[src/rtl/brick_pkg.sv]
// Shared types and defaults for the brick field collision block.
package brick_pkg;

  localparam int DEF_ROWS    = 4;
  localparam int DEF_COLS    = 8;
  localparam int DEF_X0      = 32;
  localparam int DEF_Y0      = 40;
  localparam int DEF_BRICK_W = 64;
  localparam int DEF_BRICK_H = 16;
  localparam int DEF_GAP     = 8;
  localparam int DEF_H_SIZE  = 3;
  localparam int DEF_HP_INIT = 2;

  // Distance between the same edge of two neighbouring bricks on one axis.
  function automatic int brick_pitch(input int size, input int gap);
    return size + gap;
  endfunction

  typedef enum logic [1:0] {
    IDLE,
    SCAN,
    REPORT,
    DONE
  } state_t;

  localparam logic SIDE_VERT = 1'b0;
  localparam logic SIDE_HORZ = 1'b1;

endpackage

[src/rtl/brick_field_collision_if.sv]
// Control/status bundle between ball motion, renderer and the brick field.
interface brick_field_collision_if
  import brick_pkg::*;
#(
  parameter int ROWS = DEF_ROWS,
  parameter int COLS = DEF_COLS
);
  localparam int N     = ROWS * COLS;
  localparam int IDX_W = (N > 1) ? $clog2(N) : 1;
  localparam int CNT_W = $clog2(N + 1);

  logic             start;
  logic             restore;
  logic [9:0]       ball_x;
  logic [8:0]       ball_y;
  logic             busy;
  logic             done;
  logic             hit;
  logic [IDX_W-1:0] hit_idx;
  logic             hit_side;
  logic             hit_kill;
  logic [N-1:0]     alive_mask;
  logic [CNT_W-1:0] bricks_left;
  logic             all_clear;

  modport master (
    output start, restore, ball_x, ball_y,
    input  busy, done, hit, hit_idx, hit_side, hit_kill,
           alive_mask, bricks_left, all_clear
  );

  modport slave (
    input  start, restore, ball_x, ball_y,
    output busy, done, hit, hit_idx, hit_side, hit_kill,
           alive_mask, bricks_left, all_clear
  );

endinterface

[src/rtl/brick_hit_test.sv]
// Box test of the ball against one brick (margin-expanded) plus bounce-face choice.
module brick_hit_test
  import brick_pkg::*;
#(
  parameter int BRICK_W = DEF_BRICK_W,
  parameter int BRICK_H = DEF_BRICK_H,
  parameter int H_SIZE  = DEF_H_SIZE
) (
  input  logic [10:0] x1,
  input  logic [9:0]  y1,
  input  logic [9:0]  ball_x,
  input  logic [8:0]  ball_y,
  output logic        in_box,
  output logic        side
);
  localparam logic [10:0] H_X    = 11'(H_SIZE);
  localparam logic [10:0] X_SPAN = 11'(BRICK_W - 1 + H_SIZE);
  localparam logic [9:0]  H_Y    = 10'(H_SIZE);
  localparam logic [9:0]  Y_SPAN = 10'(BRICK_H - 1 + H_SIZE);

  logic [10:0] bx, x_lo, x_hi, dx;
  logic [9:0]  by, y_lo, y_hi, dy;

  always_comb begin
    bx   = {1'b0, ball_x};
    by   = {1'b0, ball_y};
    // Lower bounds clamp at 0; one extra bit keeps the upper bounds from wrapping.
    x_lo = (x1 >= H_X) ? x1 - H_X : '0;
    x_hi = x1 + X_SPAN;
    y_lo = (y1 >= H_Y) ? y1 - H_Y : '0;
    y_hi = y1 + Y_SPAN;
    in_box = (bx >= x_lo) && (bx <= x_hi) && (by >= y_lo) && (by <= y_hi);
    dx = (bx - x_lo < x_hi - bx) ? bx - x_lo : x_hi - bx;
    dy = (by - y_lo < y_hi - by) ? by - y_lo : y_hi - by;
    side = (in_box && (dx < {1'b0, dy})) ? SIDE_HORZ : SIDE_VERT;
  end

endmodule

[src/rtl/brick_field_collision.sv]
// ROWS x COLS brick field: one brick tested per cycle, at most one hit per scan.
// Define BRICK_HP_EN to give each brick HP_INIT hit points before it dies.
module brick_field_collision
  import brick_pkg::*;
#(
  parameter int ROWS    = DEF_ROWS,
  parameter int COLS    = DEF_COLS,
  parameter int X0      = DEF_X0,
  parameter int Y0      = DEF_Y0,
  parameter int BRICK_W = DEF_BRICK_W,
  parameter int BRICK_H = DEF_BRICK_H,
  parameter int GAP     = DEF_GAP,
  parameter int H_SIZE  = DEF_H_SIZE,
  parameter int HP_INIT = DEF_HP_INIT
) (
  input logic                    clk,
  input logic                    reset,
  brick_field_collision_if.slave bus
);
  localparam int N     = ROWS * COLS;
  localparam int IDX_W = (N > 1) ? $clog2(N) : 1;
  localparam int CNT_W = $clog2(N + 1);
  localparam int COL_W = (COLS > 1) ? $clog2(COLS) : 1;

  localparam logic [IDX_W-1:0] IDX_LAST = IDX_W'(N - 1);
  localparam logic [COL_W-1:0] COL_LAST = COL_W'(COLS - 1);
  localparam logic [CNT_W-1:0] CNT_FULL = CNT_W'(N);
  localparam logic [10:0]      X_START  = 11'(X0);
  localparam logic [10:0]      X_STEP   = 11'(brick_pitch(BRICK_W, GAP));
  localparam logic [9:0]       Y_START  = 10'(Y0);
  localparam logic [9:0]       Y_STEP   = 10'(brick_pitch(BRICK_H, GAP));

  if (HP_INIT < 1) begin : g_hp_range
    $error("HP_INIT must be at least 1");
  end

  state_t state, state_next;

  logic [IDX_W-1:0] idx;
  logic [COL_W-1:0] col;
  logic [10:0]      x1;
  logic [9:0]       y1;
  logic [9:0]       ball_x_lat;
  logic [8:0]       ball_y_lat;
  logic [N-1:0]     alive;
  logic [CNT_W-1:0] left;
  logic [IDX_W-1:0] hit_idx;
  logic             hit_side;
  logic             hit_kill;
  logic             in_box, side_now, strike, kill_now;

  brick_hit_test #(
    .BRICK_W (BRICK_W),
    .BRICK_H (BRICK_H),
    .H_SIZE  (H_SIZE)
  ) u_hit_test (
    .x1     (x1),
    .y1     (y1),
    .ball_x (ball_x_lat),
    .ball_y (ball_y_lat),
    .in_box (in_box),
    .side   (side_now)
  );

  assign strike = (state == SCAN) && alive[idx] && in_box;

`ifdef BRICK_HP_EN
  localparam int HP_W = $clog2(HP_INIT + 1);
  localparam logic [HP_W-1:0] HP_FULL = HP_W'(HP_INIT);

  logic [N-1:0][HP_W-1:0] hp;

  assign kill_now = (hp[idx] == HP_W'(1));

  always_ff @(posedge clk or negedge reset) begin
    if (!reset) begin
      hp <= {N{HP_FULL}};
    end else if (bus.restore) begin
      hp <= {N{HP_FULL}};
    end else if (strike) begin
      hp[idx] <= hp[idx] - HP_W'(1);
    end
  end
`else
  assign kill_now = 1'b1;
`endif

  always_ff @(posedge clk or negedge reset) begin
    if (!reset) state <= IDLE;
    else        state <= state_next;
  end

  always_comb begin
    state_next = state;
    unique case (state)
      IDLE:    if (bus.start) state_next = SCAN;
      SCAN: begin
        if (strike)                state_next = REPORT;
        else if (idx == IDX_LAST)  state_next = DONE;
      end
      REPORT:  state_next = IDLE;
      DONE:    state_next = IDLE;
      default: state_next = IDLE;
    endcase
    if (bus.restore) state_next = IDLE;
  end

  // Mask and count are committed on the SCAN->REPORT edge, so they are
  // already current while hit/done are presented.
  always_ff @(posedge clk or negedge reset) begin
    if (!reset) begin
      idx        <= '0;
      col        <= '0;
      x1         <= X_START;
      y1         <= Y_START;
      ball_x_lat <= '0;
      ball_y_lat <= '0;
      alive      <= '1;
      left       <= CNT_FULL;
      hit_idx    <= '0;
      hit_side   <= SIDE_VERT;
      hit_kill   <= 1'b0;
    end else if (bus.restore) begin
      alive <= '1;
      left  <= CNT_FULL;
    end else begin
      if (state == IDLE && bus.start) begin
        ball_x_lat <= bus.ball_x;
        ball_y_lat <= bus.ball_y;
        idx        <= '0;
        col        <= '0;
        x1         <= X_START;
        y1         <= Y_START;
      end else if (state == SCAN) begin
        idx <= idx + IDX_W'(1);
        if (col == COL_LAST) begin
          col <= '0;
          x1  <= X_START;
          y1  <= y1 + Y_STEP;
        end else begin
          col <= col + COL_W'(1);
          x1  <= x1 + X_STEP;
        end
      end
      if (strike) begin
        hit_idx  <= idx;
        hit_side <= side_now;
        hit_kill <= kill_now;
        if (kill_now) begin
          alive[idx] <= 1'b0;
          left       <= left - CNT_W'(1);
        end
      end
    end
  end

  assign bus.busy        = (state != IDLE);
  assign bus.done        = (state == REPORT) || (state == DONE);
  assign bus.hit         = (state == REPORT);
  assign bus.hit_idx     = hit_idx;
  assign bus.hit_side    = hit_side;
  assign bus.hit_kill    = hit_kill;
  assign bus.alive_mask  = alive;
  assign bus.bricks_left = left;
  assign bus.all_clear   = (left == '0);

endmodule

[src/flat_wrapper.sv]
// flat-port wrapper written by rule: the top's interface ports become plain ports
module brick_field_collision_flat import brick_pkg::*;
#(
  parameter int ROWS    = DEF_ROWS,
  parameter int COLS    = DEF_COLS,
  parameter int X0      = DEF_X0,
  parameter int Y0      = DEF_Y0,
  parameter int BRICK_W = DEF_BRICK_W,
  parameter int BRICK_H = DEF_BRICK_H,
  parameter int GAP     = DEF_GAP,
  parameter int H_SIZE  = DEF_H_SIZE,
  parameter int HP_INIT = DEF_HP_INIT
)
  (clk, reset, bus_start, bus_restore, bus_ball_x, bus_ball_y, bus_busy, bus_done, bus_hit, bus_hit_idx, bus_hit_side, bus_hit_kill, bus_alive_mask, bus_bricks_left, bus_all_clear);
  brick_field_collision_if #(.ROWS(ROWS), .COLS(COLS)) bus_i ();
  input logic clk;
  input logic reset;
  input wire logic [$bits(bus_i.start)-1:0] bus_start;
  input wire logic [$bits(bus_i.restore)-1:0] bus_restore;
  input wire logic [$bits(bus_i.ball_x)-1:0] bus_ball_x;
  input wire logic [$bits(bus_i.ball_y)-1:0] bus_ball_y;
  output wire logic [$bits(bus_i.busy)-1:0] bus_busy;
  output wire logic [$bits(bus_i.done)-1:0] bus_done;
  output wire logic [$bits(bus_i.hit)-1:0] bus_hit;
  output wire logic [$bits(bus_i.hit_idx)-1:0] bus_hit_idx;
  output wire logic [$bits(bus_i.hit_side)-1:0] bus_hit_side;
  output wire logic [$bits(bus_i.hit_kill)-1:0] bus_hit_kill;
  output wire logic [$bits(bus_i.alive_mask)-1:0] bus_alive_mask;
  output wire logic [$bits(bus_i.bricks_left)-1:0] bus_bricks_left;
  output wire logic [$bits(bus_i.all_clear)-1:0] bus_all_clear;
  assign bus_i.start = bus_start;
  assign bus_i.restore = bus_restore;
  assign bus_i.ball_x = bus_ball_x;
  assign bus_i.ball_y = bus_ball_y;
  assign bus_busy = bus_i.busy;
  assign bus_done = bus_i.done;
  assign bus_hit = bus_i.hit;
  assign bus_hit_idx = bus_i.hit_idx;
  assign bus_hit_side = bus_i.hit_side;
  assign bus_hit_kill = bus_i.hit_kill;
  assign bus_alive_mask = bus_i.alive_mask;
  assign bus_bricks_left = bus_i.bricks_left;
  assign bus_all_clear = bus_i.all_clear;
  brick_field_collision #(.ROWS(ROWS), .COLS(COLS), .X0(X0), .Y0(Y0), .BRICK_W(BRICK_W), .BRICK_H(BRICK_H), .GAP(GAP), .H_SIZE(H_SIZE), .HP_INIT(HP_INIT)) u_core (.clk(clk), .reset(reset), .bus(bus_i));
endmodule
[config.mk]
export PLATFORM = sky130hd
export DESIGN_NAME = brick_field_collision_flat
export DESIGN_NICKNAME = d
export VERILOG_FILES = /design/src/rtl/brick_pkg.sv /design/src/rtl/brick_field_collision_if.sv /design/src/rtl/brick_hit_test.sv /design/src/rtl/brick_field_collision.sv /design/src/flat_wrapper.sv
export SDC_FILE = /design/constraint.sdc
export NUM_CORES = 1
export LEC_CHECK = 0
export CAP_MARGIN = 20
export CORE_MARGIN = 2
export CORE_UTILIZATION = 40
export CTS_CLUSTER_DIAMETER = 60
export CTS_CLUSTER_SIZE = 40
export DETAILED_ROUTE_END_ITERATION = 12
export MAX_ROUTING_LAYER = met4
export PLACE_DENSITY = 0.55
export SYNTH_ARGS = -nofsm -noshare
export SYNTH_HDL_FRONTEND = slang
export SYNTH_SLANG_ARGS = --single-unit
[constraint.sdc]
create_clock -name clk -period 7.25 [get_ports clk]
set_input_delay 1.45 -clock clk [delete_from_list [all_inputs] [get_ports clk]]
set_output_delay 1.45 -clock clk [all_outputs]
set_load 0.005 [all_outputs]
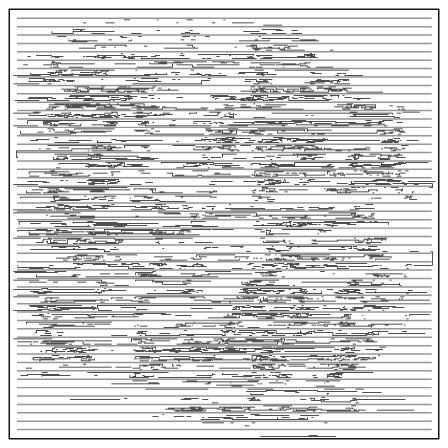
(M1 wires)
Supply wires on this layer in grey.
- main direction: horizontal
- longest straight run: 43.7 um
- wire length on this layer: 9060 um
- share of all routed wire: 48%

==> Flow_metrics.wiki <==
=== Synthesis and place and route ===
{| class="wikitable"
! Metric !! Value
|-
| Outcome || finished, final reports clean
|-
| Number of buffers inserted by post-CTS setup repair || 0
|-
| Post-placement cell area || 8120 um^2
|-
| Most common cell after layout, fill and taps aside || sky130_fd_sc_hd__nand2_1
|-
| Depth of the CTS H-tree || 3
|-
| Net count, final || 982
|-
| Hold buffer count at cts || 0
|-
| Complex Gates by Area || 0.180
|-
| Type of the tightest min-delay check || reg2reg
|-
| Worst rel slew slack || 0.302
|-
| Number of failing setup endpoints in the final timing report || 0
|-
| Commonest non-fill, non-tap cells in the layout || sky130_fd_sc_hd__nand2_1, sky130_fd_sc_hd__ha_1, sky130_fd_sc_hd__clkdlybuf4s50_1
|-
| GRT Util Overall || 0.208
|-
| Antenna violations before repair || 0
|-
| Worst slack at placement || 1.35 ns
|-
| CTS Root Cell || sky130_fd_sc_hd__clkbuf_16
|-
| Syn avg cell area || 8.72 um^2
|-
| Count of fill cells added during filler insertion || 1796
|-
| Routed wire length || 19000 um
|-
| Worst setup path category || reg2reg
|-
| Post-layout total power || 3050 uW
|-
| Biggest combinational cell group after synthesis || simple AND/OR/NAND/NOR gates
|-
| Multiplexer share || 0.0514
|-
| Minimum setup slack in the final design || 1.25 ns
|-
| TritonCTS Sinks || 89
|-
| Diode count || 0
|-
| Number of top-level pins || 72
|-
| Max capacitance violation total || 0
|-
| Cell type with the largest total area || sky130_fd_sc_hd__dfrtp_1
|-
| First drt pass iteration count || 6
|-
| Registers, synthesis || 89
|-
| Yosys cell types || 68
|-
| Max incr delay on CP || 0.55 ns
|-
| Pin count of the biggest net entering global routing || 60
|-
| Half-perimeter wire length after detailed placement || 13900 um
|-
| OpenROAD warning count || 39
|-
| Global route total overflow || 0
|-
| Setup total negative slack || 0 ns
|-
| CTS buffer count || 9
|-
| Insertion delay of the later-clocked pin in the worst-skew pair || 0.36 ns
|-
| Maximum fanout encountered on the critical timing path || 14
|-
| Max Root-Sink Buffers || 2
|-
| Chip area || 19200 um^2
|-
| XOR/XNOR Area Share || 0.0700
|-
| Number of instances resized during post-cts repair || 0
|-
| Cell count after synthesis || 832
|-
| Register share after synthesis || 0.313
|-
| Clock tree from TritonCTS || done
|-
| Starting density of the core || 0.405
|-
| Crit start category || register
|-
| Chip area line of the yosys report || 7250 um^2
|-
| RSZ-0062 raised after global routing || false
|-
| Launch instance of the worst min-delay path || u_core.bus.hit_kill
|-
| Largest delay contributor family on the critical path || AND-OR/OR-AND gates
|-
| Via count of the first global-routing pass || 6240
|-
| CP Capture Type || register
|-
| Fin. max-slew vios || 0
|-
| Peak VDD IR || 0.273 mV
|-
| First-pass GRT wire length || 31600 um
|-
| Number of buffers inserted by port buffering || 71
|-
| Register area || 2270 um^2
|-
| DRC Markers || 0
|-
| CP bufs+invs || 2
|-
| Launching point of the worst reg2reg path || u_core.x1[7]
|-
| Worst Skew || 0.0119 ns
|-
| Slowest stage cell on the critical path || sky130_fd_sc_hd__dfrtp_1
|-
| Routability congestion estimate || 0.875
|-
| Vias per cell || 5.53
|-
| Fraction of layout instances using a drive strength above 1 || 0.0883
|-
| Setup slack of the worst register-to-register path || 1.25 ns
|-
| Vert. Die Dim || 139 um
|-
| Final period utilization || 0.828
|-
| Worst Hold End || u_core.bus.hit_kill
|-
| Ratio of total power to cell area || 361 nW/um^2
|-
| R2r endpoint || u_core.bus.hit_side
|-
| Relative area change from synthesis to final layout || 16.4%
|-
| Overall via count from detail_route || 6154
|-
| Floorplan core area || 17900 um^2
|-
| Share of flip-flops with an asynchronous set or reset after synthesis || 1.00
|-
| Final count of hold timing violations || 0
|-
| Adder and majority cell fraction of the synthesized area || 0.140
|-
| Post-Synth Simple-Gate Area || 0.194
|-
| Slew @ Worst Pin || 1.04 ns
|-
| End-of-flow core utilization || 0.472
|-
| Fin area || 8440 um^2
|-
| Most used flip-flop cell || sky130_fd_sc_hd__dfrtp_1
|-
| Cell area after synthesis || 7250 um^2
|-
| Post-synth EDFFs || 0
|-
| Top-area cell type share of the netlist area || 0.183
|-
| Combinational Area || 4610 um^2
|-
| Number of rows in the core area || 49
|-
| Leakage power total || 0.00370 uW
|-
| Routed wire length per instance || 17.1 um
|-
| Cell types with the largest area share after synthesis || sky130_fd_sc_hd__dfrtp_1, sky130_fd_sc_hd__ha_1, sky130_fd_sc_hd__dfstp_2
|-
| Die span in x || 139 um
|-
| Detailed Route Iter0 Violations || 283
|-
| Cell count in the Yosys report || 832
|-
| Synthesized net count || 936
|-
| CP required || 7.52 ns
|-
| FMAX || 0.167 GHz
|-
| Arrival time of the worst setup path || 6.27 ns
|-
| Routed Antenna Nets || 0
|-
| Worst hold path cell count || 1
|-
| Synthesis warning total || 0
|}
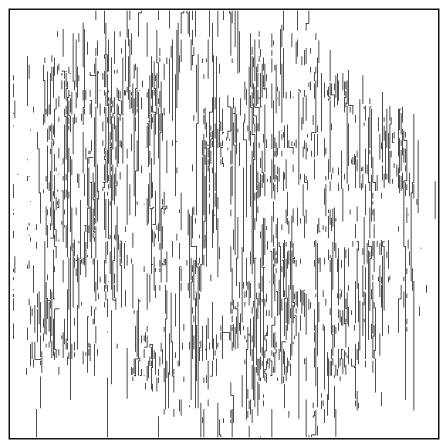
(the metal 2 layer)
- nets with wire on the layer: 824
- share of all routed wire: 48%
- longest straight run: 57.5 um
- main direction: vertical
- wire length on this layer: 9080 um

## per-layer routing
metal / vias up / global-route usage / share of wire
li1: 3057 / - / -
met1: 2966 / 0.264 / 0.48
met2: 109 / 0.347 / 0.48
met3: 22 / 0.0280 / 0.033
met4: 0 / 0.0622 / 0.014
met5: - / - / 0
## final cells by class
type                    instances  share of cell area
well taps                     229              0.0339
multi-input cells             650               0.546
clock inverters                 7             0.00830
clock buffers                   9              0.0267
flip-flops and latches         89               0.269
inverters                      48              0.0213
repair buffers                 80              0.0943
## stage by stage
stage          std cells  hold slack [ns]
2_1_floorplan        832            0.459
3_3_place_gp        1095            0.457
3_5_place_dp        1095            0.464
4_1_cts             1111            0.480
5_1_grt             1112            0.496
6_report            1112            0.474
## how the worst max path moves through the flow
stage                             from             endpoint  slack (ns)  depth (start not counted)
after global routing      u_core.x1[7]  u_core.bus.hit_side        0.59                         25
after CTS                 u_core.x1[7]  u_core.bus.hit_side        1.30                         25
final                     u_core.x1[7]  u_core.bus.hit_side        1.25                         25
after global placement    u_core.x1[7]  u_core.bus.hit_side        1.54                         25
after floorplan           u_core.x1[6]  u_core.bus.hit_side        1.93                         24
after detailed placement  u_core.x1[7]  u_core.bus.hit_side        1.35                         25
## report_power, final
part           total (uW)  switching [uW]  internal (uW)
sequential            631            87.0            544
combinational        1940            1070            870
clock                 480             238            243
## Yosys cell counts, types with 4 or more instances
cell type and number:
sky130_fd_sc_hd__nand2_1 97, sky130_fd_sc_hd__ha_1 81, sky130_fd_sc_hd__dfrtp_1 53, sky130_fd_sc_hd__nor2_1 53
sky130_fd_sc_hd__inv_1 47, sky130_fd_sc_hd__o21ai_0 41, sky130_fd_sc_hd__a21oi_1 39, sky130_fd_sc_hd__dfstp_2 36
sky130_fd_sc_hd__a21o_1 35, sky130_fd_sc_hd__xnor2_1 33, sky130_fd_sc_hd__clkbuf_1 31, sky130_fd_sc_hd__mux2i_1 26
sky130_fd_sc_hd__xor2_1 25, sky130_fd_sc_hd__o31ai_1 23, sky130_fd_sc_hd__nand4_1 21, sky130_fd_sc_hd__nand3_1 20
sky130_fd_sc_hd__nand2b_1 14, sky130_fd_sc_hd__nor3_1 12, sky130_fd_sc_hd__nor2b_1 11, sky130_fd_sc_hd__buf_2 10
sky130_fd_sc_hd__a211oi_1 8, sky130_fd_sc_hd__o22ai_1 8, sky130_fd_sc_hd__or3_1 7, sky130_fd_sc_hd__and3_1 6
sky130_fd_sc_hd__nand3b_1 6, sky130_fd_sc_hd__nor3b_1 6, sky130_fd_sc_hd__o21a_1 6, sky130_fd_sc_hd__a22o_1 5
sky130_fd_sc_hd__mux2_1 5, sky130_fd_sc_hd__mux2_2 5, sky130_fd_sc_hd__a31oi_1 4, sky130_fd_sc_hd__o41ai_1 4
sky130_fd_sc_hd__or2_2 4
## sequential cells by signal, indices dropped and copies added (netlist names)
signal / count
u_core.ball_y_lat: 9
u_core.y1: 7
u_core.bus.hit_kill: 1
u_core.x1: 8
u_core.bus.bricks_left: 6
u_core.ball_x_lat: 10
u_core.state: 2
u_core.bus.hit_side: 1
u_core.idx: 5
u_core.col: 3
u_core.bus.hit_idx: 5
u_core.bus.alive_mask: 32
Power is estimated from default activity; no workload was simulated.
